**src/rtl/pb_axi_err_responder.sv**
```systemverilog
// AXI4 error responder: completes every write with a B and every read with R beats carrying RespCode.
// Atomics that return data (ATOP) are supported only when PB_AXI_ERR_RSP_ATOP_EN is defined.

package pb_axi_err_responder_pkg;

    typedef struct packed {
        logic [3:0]  id;
        logic [63:0] addr;
        logic [7:0]  len;
        logic [2:0]  size;
        logic [1:0]  burst;
        logic [5:0]  atop;
    } aw_chan_t;

    typedef struct packed {
        logic [63:0] data;
        logic [7:0]  strb;
        logic        last;
    } w_chan_t;

    typedef struct packed {
        logic [3:0] id;
        logic [1:0] resp;
    } b_chan_t;

    typedef struct packed {
        logic [3:0]  id;
        logic [63:0] addr;
        logic [7:0]  len;
        logic [2:0]  size;
        logic [1:0]  burst;
    } ar_chan_t;

    typedef struct packed {
        logic [3:0]  id;
        logic [63:0] data;
        logic [1:0]  resp;
        logic        last;
    } r_chan_t;

    typedef struct packed {
        aw_chan_t aw;
        logic     aw_valid;
        w_chan_t  w;
        logic     w_valid;
        logic     b_ready;
        ar_chan_t ar;
        logic     ar_valid;
        logic     r_ready;
    } axi_req_t;

    typedef struct packed {
        logic    aw_ready;
        logic    ar_ready;
        logic    w_ready;
        logic    b_valid;
        b_chan_t b;
        logic    r_valid;
        r_chan_t r;
    } axi_rsp_t;

endpackage

module pb_axi_err_responder #(
    parameter int unsigned DataWidth = 64,
    parameter int unsigned IdWidth   = 4,
    parameter logic [1:0]  RespCode  = 2'b11,
    parameter logic [63:0] ReadData  = 64'hCA11_AB1E_BADC_AB1E,
    parameter type axi_req_t = pb_axi_err_responder_pkg::axi_req_t,
    parameter type axi_rsp_t = pb_axi_err_responder_pkg::axi_rsp_t
) (
    input  logic        clk_i,
    input  logic        rst_i,
    input  axi_req_t    axi_req_i,
    output axi_rsp_t    axi_rsp_o,
    output logic        busy_o,
    output logic [15:0] txn_cnt_o
);

    typedef enum logic [1:0] {
        W_IDLE = 2'd0,
        W_DATA = 2'd1,
        W_RESP = 2'd2
    } w_state_e;

    typedef enum logic {
        R_IDLE = 1'b0,
        R_DATA = 1'b1
    } r_state_e;

    // ReadData is zero-extended first so the slice works for any DataWidth.
    localparam logic [DataWidth+63:0] RDataWide = {{DataWidth{1'b0}}, ReadData};
    localparam logic [DataWidth-1:0]  RDataExt  = RDataWide[DataWidth-1:0];

    w_state_e           w_state_q, w_state_d;
    r_state_e           r_state_q, r_state_d;
    logic [IdWidth-1:0] w_id_q, w_id_d;
    logic [IdWidth-1:0] r_id_q, r_id_d;
    logic [7:0]         r_cnt_q, r_cnt_d;
    logic [15:0]        txn_cnt_q, txn_cnt_d;
    logic [16:0]        txn_sum;

    logic aw_ready, w_ready, b_valid, ar_ready, r_valid, r_last;
    logic aw_hs, b_hs, r_hs;
    logic aw_gate_ok, atop_pend, r_plain;
    logic unused_req;

    assign unused_req = ^axi_req_i;

`ifdef PB_AXI_ERR_RSP_ATOP_EN
    logic               atop_take;
    logic               atop_pend_q, atop_pend_d;
    logic               r_atop_q, r_atop_d;
    logic [IdWidth-1:0] atop_id_q, atop_id_d;
    logic [7:0]         atop_len_q, atop_len_d;

    // An atomic needing read data waits until the read FSM is free to take it.
    assign aw_gate_ok = !(axi_req_i.aw.atop[5] && ((r_state_q != R_IDLE) || atop_pend_q));
    assign atop_take  = aw_hs && axi_req_i.aw.atop[5];
    assign atop_pend  = atop_pend_q;
    assign r_plain    = !r_atop_q;
`else
    assign aw_gate_ok = 1'b1;
    assign atop_pend  = 1'b0;
    assign r_plain    = 1'b1;
`endif

    assign aw_hs = aw_ready && axi_req_i.aw_valid;
    assign b_hs  = b_valid && axi_req_i.b_ready;
    assign r_hs  = r_valid && axi_req_i.r_ready;

    always_comb begin
        w_state_d = w_state_q;
        w_id_d    = w_id_q;
        aw_ready  = 1'b0;
        w_ready   = 1'b0;
        b_valid   = 1'b0;
        case (w_state_q)
            W_IDLE: begin
                aw_ready = !rst_i && aw_gate_ok;
                if (aw_ready && axi_req_i.aw_valid) begin
                    w_id_d    = axi_req_i.aw.id;
                    w_state_d = W_DATA;
                end
            end
            W_DATA: begin
                w_ready = !rst_i;
                if (w_ready && axi_req_i.w_valid && axi_req_i.w.last) begin
                    w_state_d = W_RESP;
                end
            end
            W_RESP: begin
                b_valid = !rst_i;
                if (b_valid && axi_req_i.b_ready) begin
                    w_state_d = W_IDLE;
                end
            end
            default: w_state_d = W_IDLE;
        endcase
    end

    always_comb begin
        r_state_d = r_state_q;
        r_id_d    = r_id_q;
        r_cnt_d   = r_cnt_q;
        ar_ready  = 1'b0;
        r_valid   = 1'b0;
        r_last    = 1'b0;
`ifdef PB_AXI_ERR_RSP_ATOP_EN
        atop_pend_d = atop_pend_q;
        atop_id_d   = atop_id_q;
        atop_len_d  = atop_len_q;
        r_atop_d    = r_atop_q;
`endif
        case (r_state_q)
            R_IDLE: begin
                ar_ready = !rst_i && !atop_pend;
                if (ar_ready && axi_req_i.ar_valid) begin
                    r_state_d = R_DATA;
                    r_id_d    = axi_req_i.ar.id;
                    r_cnt_d   = axi_req_i.ar.len;
`ifdef PB_AXI_ERR_RSP_ATOP_EN
                    r_atop_d  = 1'b0;
                    // AR wins the tie; the atomic's read half is parked until the AR burst ends.
                    if (atop_take) begin
                        atop_pend_d = 1'b1;
                        atop_id_d   = axi_req_i.aw.id;
                        atop_len_d  = axi_req_i.aw.len;
                    end
                end else if (atop_take) begin
                    r_state_d = R_DATA;
                    r_id_d    = axi_req_i.aw.id;
                    r_cnt_d   = axi_req_i.aw.len;
                    r_atop_d  = 1'b1;
                end else if (atop_pend_q) begin
                    r_state_d   = R_DATA;
                    r_id_d      = atop_id_q;
                    r_cnt_d     = atop_len_q;
                    r_atop_d    = 1'b1;
                    atop_pend_d = 1'b0;
                end
`else
                end
`endif
            end
            R_DATA: begin
                r_valid = !rst_i;
                r_last  = (r_cnt_q == 8'd0);
                if (r_valid && axi_req_i.r_ready) begin
                    if (r_last) begin
                        r_state_d = R_IDLE;
                    end else begin
                        r_cnt_d = r_cnt_q - 8'd1;
                    end
                end
            end
            default: r_state_d = R_IDLE;
        endcase
    end

    // Two completions in one cycle add 2; the 17th bit flags saturation.
    always_comb begin
        txn_sum   = {1'b0, txn_cnt_q} + 17'(b_hs) + 17'(r_hs && r_last && r_plain);
        txn_cnt_d = txn_sum[16] ? 16'hFFFF : txn_sum[15:0];
    end

    always_ff @(posedge clk_i) begin
        if (rst_i) begin
            w_state_q <= W_IDLE;
            r_state_q <= R_IDLE;
            w_id_q    <= '0;
            r_id_q    <= '0;
            r_cnt_q   <= 8'd0;
            txn_cnt_q <= 16'd0;
`ifdef PB_AXI_ERR_RSP_ATOP_EN
            atop_pend_q <= 1'b0;
            r_atop_q    <= 1'b0;
            atop_id_q   <= '0;
            atop_len_q  <= 8'd0;
`endif
        end else begin
            w_state_q <= w_state_d;
            r_state_q <= r_state_d;
            w_id_q    <= w_id_d;
            r_id_q    <= r_id_d;
            r_cnt_q   <= r_cnt_d;
            txn_cnt_q <= txn_cnt_d;
`ifdef PB_AXI_ERR_RSP_ATOP_EN
            atop_pend_q <= atop_pend_d;
            r_atop_q    <= r_atop_d;
            atop_id_q   <= atop_id_d;
            atop_len_q  <= atop_len_d;
`endif
        end
    end

    always_comb begin
        axi_rsp_o          = '0;
        axi_rsp_o.aw_ready = aw_ready;
        axi_rsp_o.w_ready  = w_ready;
        axi_rsp_o.ar_ready = ar_ready;
        axi_rsp_o.b_valid  = b_valid;
        axi_rsp_o.r_valid  = r_valid;
        if (w_state_q == W_RESP) begin
            axi_rsp_o.b.id   = w_id_q;
            axi_rsp_o.b.resp = RespCode;
        end
        if (r_state_q == R_DATA) begin
            axi_rsp_o.r.id   = r_id_q;
            axi_rsp_o.r.data = RDataExt;
            axi_rsp_o.r.resp = RespCode;
            axi_rsp_o.r.last = r_last;
        end
    end

    assign busy_o    = (w_state_q != W_IDLE) || (r_state_q != R_IDLE) || atop_pend;
    assign txn_cnt_o = txn_cnt_q;

endmodule
```
**config.mk**
```make
export PLATFORM = sky130hd
export DESIGN_NAME = pb_axi_err_responder
export DESIGN_NICKNAME = d
export VERILOG_FILES = /design/src/rtl/pb_axi_err_responder.sv
export SDC_FILE = /design/constraint.sdc
export NUM_CORES = 1
export LEC_CHECK = 0
export CAP_MARGIN = 15
export CORE_AREA = 2 2 134 136
export DETAILED_ROUTE_END_ITERATION = 8
export DIE_AREA = 0 0 136 138
export GPL_ROUTABILITY_DRIVEN = 0
export GPL_TIMING_DRIVEN = 0
export HOLD_SLACK_MARGIN = 0.06
export PLACE_DENSITY_LB_ADDON = 0.2
export SKIP_LAST_GASP = 1
export SLEW_MARGIN = 20
export SYNTH_ARGS = -nofsm -noshare
export SYNTH_HDL_FRONTEND = slang
export SYNTH_SLANG_ARGS = --single-unit
export TNS_END_PERCENT = 5
```
**constraint.sdc**
```tcl
create_clock -name clk_i -period 4 [get_ports clk_i]
set_input_delay 0.8 -clock clk_i [delete_from_list [all_inputs] [get_ports clk_i]]
set_output_delay 0.8 -clock clk_i [all_outputs]
set_load 0.005 [all_outputs]
```
==> run_1/m1.png <==
Scale bar: 50 um.
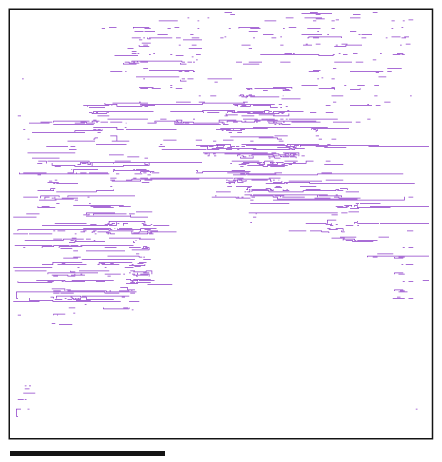
longest straight run: 42.3 um
wire length on this layer: 3500 um
nets with wire on the layer: 393
final WL: 7789 um
met1 usage: 10.63%
vias after detailed routing: 2356

==> run_1/m2.png <==
Scale bar: 50 um.
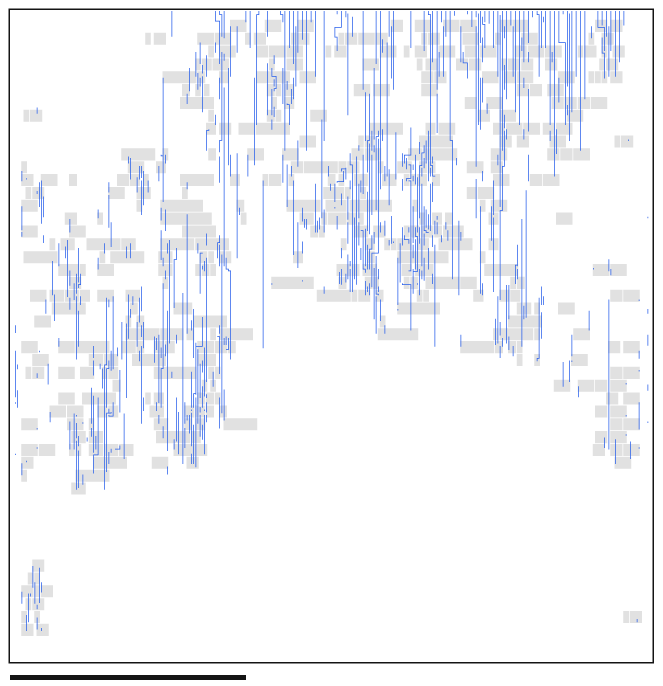
nets with wire on the layer: 380
main direction: vertical
longest straight run: 40.5 um
M2 GR Usage: 13.33%

==> run_1/m3.png <==
Scale bar: 50 um.
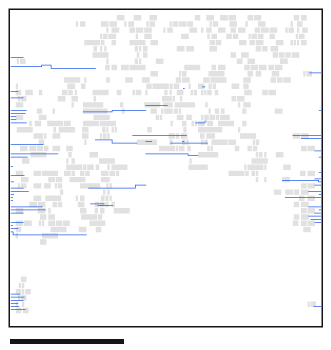
main direction: horizontal
longest straight run: 32.0 um
nets with wire on the layer: 61
wire length on this layer: 511 um
share of all routed wire: 6.6%
routing usage on met3: 3.044%

==> results.sh, run 1 <==
# physical design summary
export IMPL_nFillCells=1979
export IMPL_hold_start="w_id_q[2]"
export IMPL_place_area_sq_mm=0.003720
export IMPL_p_sw_w=0.0003093
export IMPL_final_area_sq_mm=0.003916
export IMPL_worst_slack_ps=247.1
export IMPL_power_w=0.001229
export IMPL_required_ps=4230
export IMPL_die_height_um=138
export IMPL_route_met2_wl_um=3678
export IMPL_wl_met1_um=3495
export IMPL_p_comb_w=0.000320
export IMPL_synth_cells=303
export IMPL_skew_ps=7.233
export IMPL_synth_flop_count=35
export IMPL_drtIter0Drc=76
export IMPL_hold_viol_final=0
export IMPL_critPathSlowestCell="dfxtp_4"
export IMPL_status="completed"
export IMPL_mux_area_share_pct=0
export IMPL_whs_path_depth=2
export IMPL_slew_headroom_pct=47.42
export IMPL_leakage_nw=1.588
export IMPL_ys_types=49
export IMPL_critical_path_top_delay_family="simple AND/OR/NAND/NOR gates"
export IMPL_rr_worst_depth=12
export IMPL_topCombFamilyByArea="buffers and inverters"
export IMPL_syn_area_per_cell_sq_um=7.928
export IMPL_crit_cells=12
export IMPL_maxSlewViolCount=0
export IMPL_synth_edff_count=0
export IMPL_simple_gate_area_share_pct=22.86
export IMPL_ctsRootBufferMaster="clkbuf_16"
export IMPL_rows=49
export IMPL_area_dominant_class="non-clock buffers"
export IMPL_power_per_cell_area_mw_per_mm2=313.7
export IMPL_netlist_area_sq_mm=0.002402
export IMPL_cts_tree="built"
export IMPL_area_growth_pct=63.02
export IMPL_clk_pin_slew_worst_paths_ps=60
export IMPL_avgViaCountPerCell=3.564
export IMPL_final_cells=661
export IMPL_worstPathArrival_ps=3980
export IMPL_cts_sinks=35
export IMPL_worst_pin_slew_ps=788.7
export IMPL_non_clock_buffer_count=174
export IMPL_finalCriticalPeriod_ps=3753
export IMPL_setup_violations_final=0
export IMPL_ios=347
export IMPL_grt_busiest_layer="met2"
export IMPL_yosysTopAreaCell="dfxtp_1"
export IMPL_ant_nets=0
export IMPL_topCellsByArea="dfxtp_1, buf_4, nand2_1"
export IMPL_wl_per_cell_um=11.78
export IMPL_die_area_sq_mm=0.01877
export IMPL_p_clk_w=0.000517
export IMPL_wl_met3_um=511
export IMPL_r2r_slack_ps=250
export IMPL_drive_above_1_share_pct=22.69
export IMPL_final_core_util_pct=22.33
export IMPL_cts_hold_buf=0
export IMPL_inverters=12
export IMPL_rr_startpoint="r_state_q"
export IMPL_warnings=252
export IMPL_synth_top_flop_cell="dfxtp_1"
export IMPL_top_layer="met4"
export IMPL_seq_share_pct=17.99
export IMPL_drv_cap=0
export IMPL_pwr_share_comb_pct=26.0
export IMPL_grt_ovfl_total=0
export IMPL_ys_sh_adder_pct=2.396
export IMPL_ys_area_sq_mm=0.002402
export IMPL_crit_chain="clkbuf_1, inv_1, clkbuf_1, or3_1, fa_1, inv_1, ha_1, and2_1, nand3_1, or4_4, buf_6, nand3b_4"
export IMPL_r2r_end="txn_cnt_o[15]"
export IMPL_worstHoldEndpoint="w_id_q[2]"
export IMPL_fmax_mhz=266.5
export IMPL_placedCellCount=653
export IMPL_antenna_found_initial=0
export IMPL_comb_share_pct=30.13
export IMPL_crit_type="reg -> reg"
export IMPL_min_path_type="reg -> reg"
export IMPL_fin_tns_setup_ps=0
export IMPL_rsz0062_at_grt="true"
export IMPL_dp_final_hpwl_um=6093
export IMPL_start_kind="flop"
export IMPL_max_stage_delay_ps=590
export IMPL_nWellTaps=229
export IMPL_power_frac_seq_pct=31.8
export IMPL_async_flop_share_pct=0
export IMPL_clockBufferDepth=2
export IMPL_sequentialPower_w=0.000391
export IMPL_ir_drop_mv=0.1285
export IMPL_top_power_group="the clock network"
export IMPL_final_common_cell="clkdlybuf4s50_1"
export IMPL_largest_reg_flops=16
export IMPL_dr_pass1_iters=4
export IMPL_ys_cells=303
export IMPL_whs_ps=451.2
export IMPL_intPower_w=0.0009194
export IMPL_cp_endpoint="txn_cnt_o[15]"
export IMPL_most_common_layout_cells="clkdlybuf4s50_1, buf_4, dfxtp_1"
export IMPL_logic_area_sq_mm=0.001180
export IMPL_initial_utilization_pct=13.70
export IMPL_yosysMostFrequentCell="buf_4"
export IMPL_grt_pass1_vias=2151
export IMPL_switching_share_pct=25.17
export IMPL_drc=0
export IMPL_nClkBuffers=5
export IMPL_io_buffer_count=92
export IMPL_grt_total_usage_pct=8.340
export IMPL_num_multi_input_gates=203
export IMPL_die_w_um=136
export IMPL_startpoint="r_state_q"
export IMPL_aoi_share_pct=15.52
export IMPL_diodes=0
export IMPL_clkPwrFrac_pct=42.1
export IMPL_yosys_warnings=0
export IMPL_cp_max_fo=39
export IMPL_place_ws_ps=-92.20
export IMPL_ctsResizeCount=1
export IMPL_cts_buffers=5
export IMPL_core_area_sq_mm=0.01753
export IMPL_grt_start_max_net_pins=40
export IMPL_top_cell_area_share_pct=29.17
export IMPL_flop_area_sq_um=704.4
export IMPL_critPathBufInv=5
export IMPL_nets=683
export IMPL_xor_share_pct=3.646
export IMPL_htreeDepth=2
export IMPL_seq_cells=35
export IMPL_cp_end_kind="flop"
export IMPL_clock_latency_ps=290
==> run 1 -> run 2 <==
ABC_CLOCK_PERIOD_IN_PS = 4000   (was not set)
HOLD_SLACK_MARGIN = 0.05   (was 0.06)
==> run_2/m3.png <==
Scale bar: 50 um.
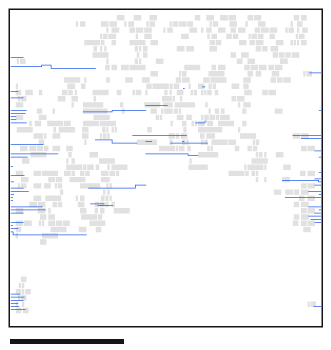
nets with wire on the layer: 61
longest straight run: 32.0 um
wire length on this layer: 511 um
share of all routed wire: 6.6%

==> run_2/m1.png <==
Scale bar: 50 um.
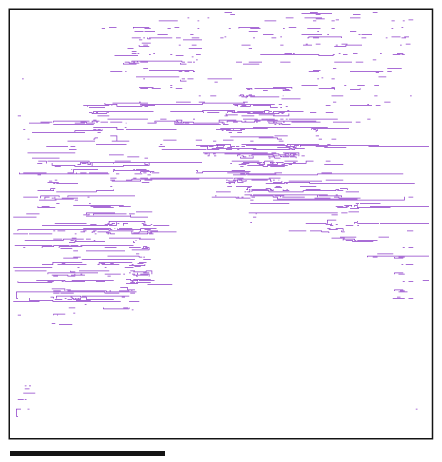
main direction: horizontal
nets with wire on the layer: 393

==> results.sh, run 2 <==
# physical design summary
export IMPL_critPathSlowestCell="dfxtp_4"
export IMPL_largest_reg_flops=16
export IMPL_fmax_mhz=266.5
export IMPL_drive_above_1_share_pct=22.69
export IMPL_status="completed"
export IMPL_synth_top_flop_cell="dfxtp_1"
export IMPL_final_area_sq_mm=0.003916
export IMPL_place_area_sq_mm=0.003720
export IMPL_wl_met1_um=3495
export IMPL_worstHoldEndpoint="w_id_q[2]"
export IMPL_grt_start_max_net_pins=40
export IMPL_seq_cells=35
export IMPL_cts_hold_buf=0
export IMPL_inverters=12
export IMPL_most_common_layout_cells="clkdlybuf4s50_1, buf_4, dfxtp_1"
export IMPL_ctsRootBufferMaster="clkbuf_16"
export IMPL_seq_share_pct=17.99
export IMPL_fin_tns_setup_ps=0
export IMPL_wl_per_cell_um=11.78
export IMPL_nClkBuffers=5
export IMPL_switching_share_pct=25.17
export IMPL_avgViaCountPerCell=3.564
export IMPL_rows=49
export IMPL_antenna_found_initial=0
export IMPL_rr_startpoint="r_state_q"
export IMPL_leakage_nw=1.588
export IMPL_intPower_w=0.0009194
export IMPL_flop_area_sq_um=704.4
export IMPL_pwr_share_comb_pct=26.0
export IMPL_cts_sinks=35
export IMPL_diodes=0
export IMPL_die_area_sq_mm=0.01877
export IMPL_logic_area_sq_mm=0.001180
export IMPL_dr_pass1_iters=4
export IMPL_grt_pass1_vias=2151
export IMPL_warnings=252
export IMPL_slew_headroom_pct=47.42
export IMPL_non_clock_buffer_count=174
export IMPL_start_kind="flop"
export IMPL_drv_cap=0
export IMPL_cp_max_fo=39
export IMPL_clkPwrFrac_pct=42.1
export IMPL_crit_type="reg -> reg"
export IMPL_max_stage_delay_ps=590
export IMPL_grt_busiest_layer="met2"
export IMPL_finalCriticalPeriod_ps=3753
export IMPL_comb_share_pct=30.13
export IMPL_ys_sh_adder_pct=2.396
export IMPL_power_w=0.001229
export IMPL_top_power_group="the clock network"
export IMPL_r2r_end="txn_cnt_o[15]"
export IMPL_startpoint="r_state_q"
export IMPL_num_multi_input_gates=203
export IMPL_hold_start="w_id_q[2]"
export IMPL_cts_buffers=5
export IMPL_clockBufferDepth=2
export IMPL_vias=2356
export IMPL_p_comb_w=0.000320
export IMPL_rr_worst_depth=12
export IMPL_initial_utilization_pct=13.70
export IMPL_p_clk_w=0.000517
export IMPL_ant_nets=0
export IMPL_worst_slack_ps=247.1
export IMPL_netlist_area_sq_mm=0.002402
export IMPL_critical_path_top_delay_family="simple AND/OR/NAND/NOR gates"
export IMPL_nWellTaps=229
export IMPL_ys_types=49
export IMPL_ctsResizeCount=1
export IMPL_hold_viol_final=0
==> run_2/congestion_map.png <==
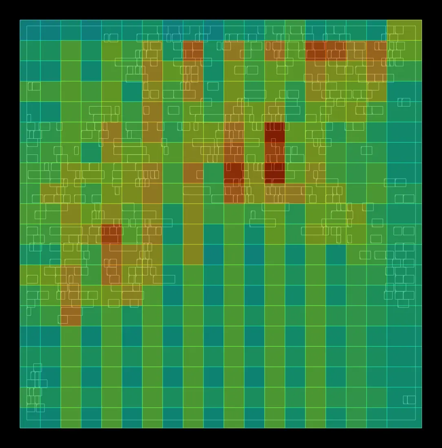

==> run 2 -> run 3 <==
GPL_TIMING_DRIVEN = not set   (was 0)
==> run_3/congestion_map.png <==
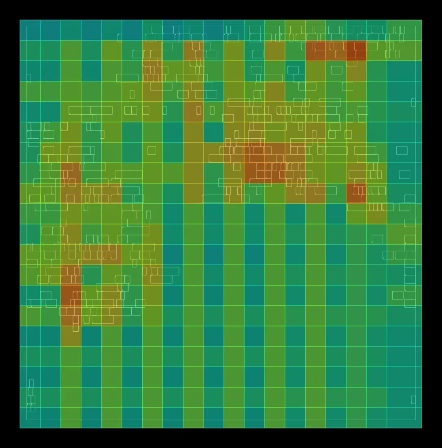
Tot GR Track Use: 7.438%
routing usage on met3: 2.200%

==> results.sh, run 3 <==
# physical design summary
export IMPL_wl_met1_um=3309
export IMPL_top_power_group="the clock network"
export IMPL_num_multi_input_gates=203
export IMPL_synth_flop_count=35
export IMPL_intPower_w=0.0008070
export IMPL_cts_setup_buffers=0
export IMPL_avgViaCountPerCell=3.581
export IMPL_p_comb_w=0.000246
export IMPL_ys_cells=303
export IMPL_start_kind="primary input"
export IMPL_final_core_util_pct=19.00
export IMPL_cts_hold_buf=0
export IMPL_worst_pin_slew_ps=504.2
export IMPL_place_area_sq_mm=0.003157
export IMPL_simple_gate_area_share_pct=22.86
export IMPL_seq_cells=35
export IMPL_whs_path_depth=2
export IMPL_nets=604
export IMPL_skew_ps=7.725
export IMPL_grt_start_max_net_pins=57
export IMPL_async_flop_share_pct=0
export IMPL_final_common_cell="clkdlybuf4s50_1"
export IMPL_die_height_um=138
export IMPL_ant_nets=0
export IMPL_nFillCells=1983
export IMPL_fmax_mhz=290.6
export IMPL_drtIter0Drc=113
export IMPL_wl_met3_um=423
export IMPL_finalCriticalPeriod_ps=3442
export IMPL_comb_share_pct=35.42
export IMPL_topCombFamilyByArea="buffers and inverters"
export IMPL_p_clk_w=0.000468
export IMPL_initial_utilization_pct=13.70
export IMPL_ios=347
export IMPL_core_area_sq_mm=0.01753
export IMPL_hold_viol_final=0
export IMPL_synth_edff_count=0
export IMPL_p_sw_w=0.0002884
export IMPL_yosys_warnings=0
export IMPL_drive_above_1_share_pct=7.649
export IMPL_cts_sinks=35
export IMPL_wl_per_cell_um=12.02
export IMPL_htreeDepth=2
export IMPL_ctsResizeCount=0
export IMPL_min_period_over_period_pct=86.04
export IMPL_switching_share_pct=26.33
export IMPL_ctsRootBufferMaster="clkbuf_16"
export IMPL_place_ws_ps=259.4
export IMPL_largest_reg_flops=16
export IMPL_mux_area_share_pct=0
export IMPL_final_cells=582
export IMPL_yosysMostFrequentCell="buf_4"
export IMPL_clockBufferDepth=2
export IMPL_grt_ovfl_total=0
export IMPL_dp_final_hpwl_um=5244
export IMPL_power_frac_seq_pct=34.8
export IMPL_status="completed"
export IMPL_nWellTaps=229
export IMPL_required_ps=4210
export IMPL_cp_end_kind="flop"
export IMPL_worstHoldEndpoint="w_id_q[3]"
export IMPL_leakage_nw=1.200
export IMPL_cts_tree="built"
export IMPL_critPathSlowestCell="or4_4"
export IMPL_ir_drop_mv=0.1762
export IMPL_startpoint="axi_req_i[0]"
export IMPL_ys_sh_adder_pct=2.396
export IMPL_fin_tns_setup_ps=0
export IMPL_met2_usage_pct=11.80
export IMPL_inverters=12
export IMPL_cp_endpoint="txn_cnt_o[9]"
export IMPL_ys_types=49
export IMPL_min_path_type="reg -> reg"
export IMPL_topCellsByArea="dfxtp_1, buf_4, nand2_1"
export IMPL_route_met2_wl_um=3198
export IMPL_rr_startpoint="r_cnt_q[2]"
export IMPL_netlist_area_sq_mm=0.002402
export IMPL_ys_area_sq_mm=0.002402
export IMPL_die_w_um=136
export IMPL_clkPwrFrac_pct=42.7
export IMPL_seq_share_pct=21.07
export IMPL_crit_chain="clkdlybuf4s50_1, nand4b_1, or3_1, fa_1, inv_1, ha_1, and2_1, nand3_1, or4_4, o21ai_0"
export IMPL_grt_pass1_vias=2040
export IMPL_logic_area_sq_mm=0.001180
export IMPL_xor_share_pct=3.646
export IMPL_placedCellCount=574
export IMPL_io_buffer_count=92
export IMPL_cp_max_fo=13
export IMPL_clk_pin_slew_worst_paths_ps=60
export IMPL_worst_slack_ps=558.5
export IMPL_crit_cells=10
export IMPL_top_cell_area_share_pct=29.17
export IMPL_crit_type="in -> reg"
export IMPL_synth_cells=303
export IMPL_cts_buffers=5
export IMPL_r2r_slack_ps=710
export IMPL_nClkBuffers=6
export IMPL_grt_busiest_layer="met2"
export IMPL_die_area_sq_mm=0.01877
export IMPL_antenna_found_initial=0
export IMPL_area_growth_pct=38.65
export IMPL_sequentialPower_w=0.000382
export IMPL_non_clock_buffer_count=95
export IMPL_rows=49
export IMPL_diodes=0
export IMPL_top_layer="met4"
export IMPL_synth_top_flop_cell="dfxtp_1"
export IMPL_final_area_sq_mm=0.003331
export IMPL_maxSlewViolCount=0
export IMPL_drc=0
export IMPL_setup_violations_final=0
export IMPL_warnings=251
export IMPL_rsz0062_at_grt="false"
export IMPL_pwr_share_comb_pct=22.5
export IMPL_most_common_layout_cells="clkdlybuf4s50_1, dfxtp_1, nand2_1, conb_1, nor2_1"
export IMPL_whs_ps=453.8
export IMPL_max_stage_delay_ps=590
export IMPL_area_dominant_class="multi-input combinational cells"
export IMPL_power_w=0.001095
export IMPL_r2r_end="txn_cnt_o[9]"
export IMPL_drv_cap=0
export IMPL_slew_headroom_pct=66.39
export IMPL_critPathBufInv=2
export IMPL_yosysTopAreaCell="dfxtp_1"
export IMPL_clock_latency_ps=280
export IMPL_flop_area_sq_um=701.9
export IMPL_syn_area_per_cell_sq_um=7.928
export IMPL_aoi_share_pct=15.52
export IMPL_rr_worst_depth=10
==> run_3/m3.png <==
Scale bar: 50 um.
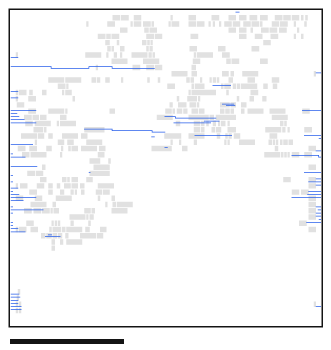
wire length on this layer: 424 um
longest straight run: 18.4 um
main direction: horizontal
share of all routed wire: 6.1%
nets with wire on the layer: 63
vias after detailed routing: 2084
final WL: 6994 um

